## src/rtl/btn_debounce_pkg.sv

```systemverilog
// Project constants shared by the button front-end blocks.
package btn_debounce_pkg;

  localparam int DEBOUNCE_CNT_DFLT = 21;

endpackage

```

## src/rtl/sync_2ff.sv

```systemverilog
// Two-flop synchronizer for a single asynchronous level.
// The reset clears both stages to 0.
module sync_2ff (
  input  logic clk,
  input  logic rst,
  input  logic d,
  output logic q
);

  logic q1;

  always_ff @(posedge clk) begin
    if (!rst) begin
      q1 <= 1'b0;
      q  <= 1'b0;
    end else begin
      q1 <= d;
      q  <= q1;
    end
  end

endmodule

```

## src/rtl/btn_debounce.sv

```systemverilog
// Push-button debouncer: synchronize, then accept a new level after 2^N consecutive differing samples.
// Emits a one-cycle raise pulse only on an accepted press.
module btn_debounce
  import btn_debounce_pkg::*;
#(
  parameter int DEBOUNCE_CNT = DEBOUNCE_CNT_DFLT
) (
  input  logic clk,
  input  logic rst,
  input  logic btn,
  output logic raise
);

  localparam logic [DEBOUNCE_CNT-1:0] CNT_MAX = '1;
  localparam logic [DEBOUNCE_CNT-1:0] CNT_ONE = DEBOUNCE_CNT'(1);

  logic                    sync_q2;
  logic                    stable;
  logic [DEBOUNCE_CNT-1:0] cnt;

  sync_2ff u_sync (
    .clk (clk),
    .rst (rst),
    .d   (btn),
    .q   (sync_q2)
  );

  // The count saturates at CNT_MAX only long enough to commit the new level; it never wraps.
  always_ff @(posedge clk) begin
    if (!rst) begin
      stable <= 1'b0;
      cnt    <= '0;
      raise  <= 1'b0;
    end else begin
      raise <= 1'b0;
      if (sync_q2 == stable) begin
        cnt <= '0;
      end else if (cnt != CNT_MAX) begin
        cnt <= cnt + CNT_ONE;
      end else begin
        stable <= sync_q2;
        cnt    <= '0;
        raise  <= sync_q2;
      end
    end
  end

endmodule

```

## config.mk

```make
export PLATFORM = sky130hd
export DESIGN_NAME = btn_debounce
export DESIGN_NICKNAME = d
export VERILOG_FILES = /design/src/rtl/btn_debounce_pkg.sv /design/src/rtl/sync_2ff.sv /design/src/rtl/btn_debounce.sv
export SDC_FILE = /design/constraint.sdc
export NUM_CORES = 1
export LEC_CHECK = 0
export ABC_AREA = 1
export ABC_CLOCK_PERIOD_IN_PS = 1700
export CAP_MARGIN = 30
export CORE_UTILIZATION = 35
export CTS_CLUSTER_DIAMETER = 80
export DETAILED_ROUTE_END_ITERATION = 8
export MAX_ROUTING_LAYER = met4
export PLACE_DENSITY_LB_ADDON = 0.08
export SLEW_MARGIN = 5
export SYNTH_ARGS = -nofsm -noshare
export SYNTH_HDL_FRONTEND = slang
export SYNTH_SLANG_ARGS = --single-unit
```

## constraint.sdc

```tcl
create_clock -name clk -period 1.7 [get_ports clk]
set_input_delay 0.34 -clock clk [delete_from_list [all_inputs] [get_ports clk]]
set_output_delay 0.34 -clock clk [all_outputs]
set_load 0.01 [all_outputs]
```

==> flow_metrics.py, run 1 <==
# Physical implementation metrics
metrics = {
    "synthesis": {
        "syn-num-nets": 177,
        "ys_sh_mux_pct": 0,
        "aoi_share_pct": 3.20,
        "netlist_area_mm2": 0.00121,
        "synth_dominant_cell_count": "nand2_1",
        "ys_area_mm2": 0.00121,
        "top_area_cell": "dfxtp_1",
        "synthTopCellsByArea": "dfxtp_1 41%, nand2_1 14%, nor2_1 13%, xnor2_1 5.8%, inv_1 5.3%",
        "ff_type": "dfxtp_1",
        "synth_cells": 173,
        "top_area_share_pct": 41.3,
        "ys_async_sr_fraction_pct": 0,
        "synth-xor-area-share_pct": 7.22,
    },
    "final_layout": {
        "lay_top_count": "nand2_1",
        "num-multi-input-gates": 129,
        "nNonClkBuffers": 4,
        "dominant_cells": "combinational gates",
        "regArea_um2": 502,
        "flops": 25,
        "final_cell_mix": "45 x nand2_1, 42 x nor2_1, 24 x dfxtp_1, 17 x inv_1",
        "final_util_pct": 39.8,
        "syn_to_final_growth_pct": 9.49,
        "n_antenna_cell": 0,
        "nClkBuffers": 4,
        "final_area_mm2": 0.00133,
    },
    "setup_path": {
        "r2r_end": "cnt[2]",
        "crit_cells": 9,
        "crit_path_frequent_cell": "nand2_2",
        "critPathCaptureType": "flip-flop",
        "cp-start-kind": "flip-flop",
        "worstPathRequired_ns": 1.92,
        "reg2reg_depth": 9,
        "worstPathArrival_ns": 1.76,
        "reg2reg_from": "cnt[1]",
        "crit_slowest_cell": "dfxtp_1",
        "cp_top_family": "simple AND/OR/NAND/NOR gates",
        "max_stage_delay_ns": 0.38,
    },
    "timing": {
        "period_needed_ns": 1.54,
        "relSlewSlack_pct": 83.0,
        "holdWs_ns": 0.425,
        "finalCritPeriodShare_pct": 90.5,
        "setup_viol": 0,
        "setup_tns_ns": 0,
        "maxSlewViolCount": 0,
        "worst_pin_slew_ns": 0.254,
        "fin_ws_ns": 0.162,
    },
    "die": {
        "die-height_um": 60.9,
        "num_rows": 21,
    },
    "min_path": {
        "min_path_cells": 2,
        "worstHoldStart": "u_sync.q1",
        "hold_path_class": "reg -> reg",
    },
    "power": {
        "powerDensity_mw_per_mm2": 661,
        "p_comb_mw": 0.0183,
        "totalPowerFinal_mw": 0.878,
        "vdd_ir_drop_max_v": 0.000427,
        "pwr-share-seq_pct": 67.3,
        "power.internal_mw": 0.690,
    },
    "detailed_routing": {
        "top_layer_used": "met4",
        "met1_length_um": 1280,
        "drt-total-wl_um": 2270,
        "dr_wl_met3_um": 37,
        "num_vias": 970,
        "antenna_left": 0,
        "drc_errors": 0,
        "met2WireLength_um": 934,
        "firstDrtPassIters": 4,
        "wire_per_inst_um": 10.1,
    },
    "cts": {
        "hold_buffers": 0,
        "cts_buffers": 3,
        "clock_path_buffers": 2,
        "htreeDepth": 1,
        "clk_pin_slew_ns": 0.13,
        "clock_latency_ns": 0.32,
        "cts_tree": "built",
    },
    "placement": {
        "hpwl_um": 1680,
        "placed_area_mm2": 0.00130,
        "pre_cts_ws_ns": 0.109,
        "place.gp.congestion": 0.774,
    },
    "grt": {
        "grt-ovfl-total": 0,
        "grt_use_total_pct": 14.4,
        "grt_max_degree": 22,
        "use_met1_pct": 18.4,
        "gr-usage-met3_pct": 3.84,
    },
    "flow_run": {
        "tool_warnings": 26,
    },
    "outcome": {
        "status": "complete, no violations",
    },
}
### Placement density heat map, run 1

Bar = 20 um. The die is cut into 6 by 6 equal tiles; dark purple is low, yellow is high, 0 to 100% covered.
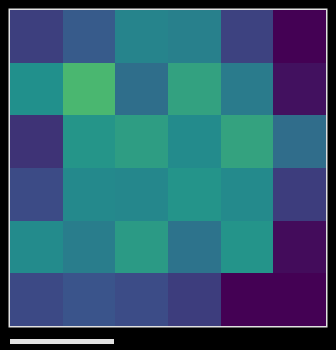
fullest tile = 67%
densest ninth of the die = center
nearly empty tiles = 8.3%
emptiest ninth of the die = south-east

### Routed metal per tile, run 1

The die is cut into 12 by 12 equal tiles; dark purple is low, yellow is high, scaled to the fullest tile. Values are wire area over tile area, all layers added.
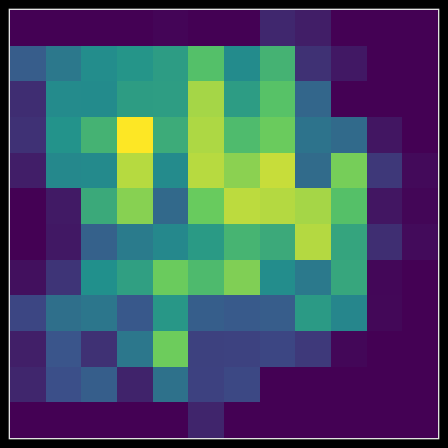
emptiest ninth of the die = south-east
mean over tiles = 0.093
tiles over half the peak = 28%
nearly empty tiles = 28%
densest ninth of the die = center
fullest tile = 0.30

### Clock nets, run 1

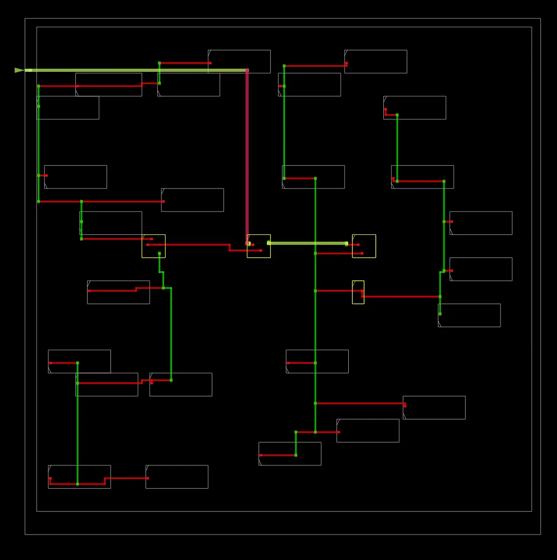
Power Clock: 0.269 mW
Worst Skew: 0.00705 ns

==> run 1 -> run 2 <==
- CAP_MARGIN: 30 -> 20
==> flow_metrics.py, run 2 <==
# Physical implementation metrics
metrics = {
    "setup_path": {
        "worstPathRequired_ns": 1.92,
        "crit_cells": 9,
    },
    "placement": {
        "place.gp.congestion": 0.774,
        "placed_area_mm2": 0.00130,
        "pre_cts_ws_ns": 0.109,
    },
    "grt": {
        "use_met1_pct": 18.4,
        "gr-usage-met3_pct": 3.84,
    },
    "detailed_routing": {
        "met2WireLength_um": 934,
        "antenna_left": 0,
        "drc_errors": 0,
        "dr_wl_met3_um": 37,
        "met1_length_um": 1280,
        "top_layer_used": "met4",
    },
    "power": {
        "pwr-share-seq_pct": 67.3,
        "powerDensity_mw_per_mm2": 661,
        "powerClk_mw": 0.269,
        "vdd_ir_drop_max_v": 0.000427,
        "p_comb_mw": 0.0183,
    },
    "timing": {
        "relSlewSlack_pct": 83.0,
        "holdWs_ns": 0.425,
        "finalCritPeriodShare_pct": 90.5,
        "worst_pin_slew_ns": 0.254,
        "fin_ws_ns": 0.162,
    },
    "outcome": {
        "status": "complete, no violations",
    },
    "cts": {
        "cts_buffers": 3,
        "htreeDepth": 1,
    },
    "synthesis": {
        "syn-num-nets": 177,
        "synth_dominant_cell_count": "nand2_1",
        "ys_area_mm2": 0.00121,
        "synth-xor-area-share_pct": 7.22,
    },
    "final_layout": {
        "nClkBuffers": 4,
        "dominant_cells": "combinational gates",
        "final_util_pct": 39.8,
        "syn_to_final_growth_pct": 9.49,
        "n_antenna_cell": 0,
    },
    "min_path": {
        "hold_path_class": "reg -> reg",
    },
    "die": {
        "die-height_um": 60.9,
    },
}
### Routed metal per tile, run 2

The die is cut into 12 by 12 equal tiles; dark purple is low, yellow is high, scaled to the fullest tile. Values are wire area over tile area, all layers added.
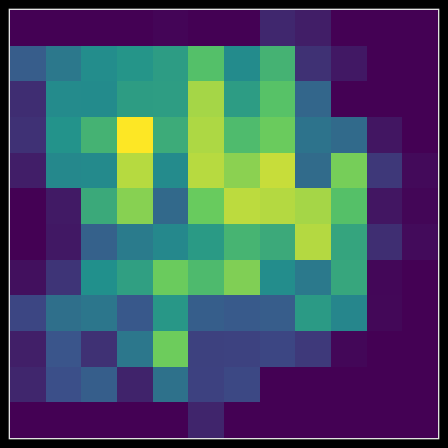
Total GRT Usage: 14.4%
via count: 970
Avg WL per Cell: 10.1 um
drt total wl: 2270 um

### Signal wires by layer, run 2

Only two layers are drawn.
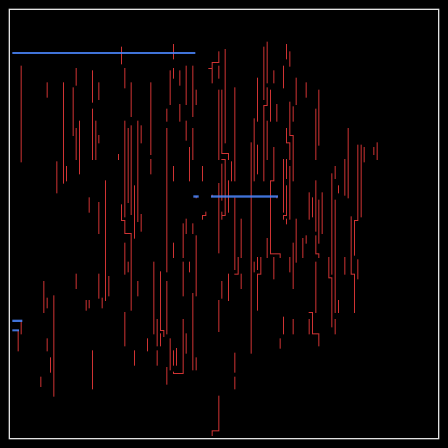
metal 2 -> red  # wire length 934 um
metal 3 -> blue  # wire length 37.0 um

No activity file was given, so power comes from the tool's default toggle rates.
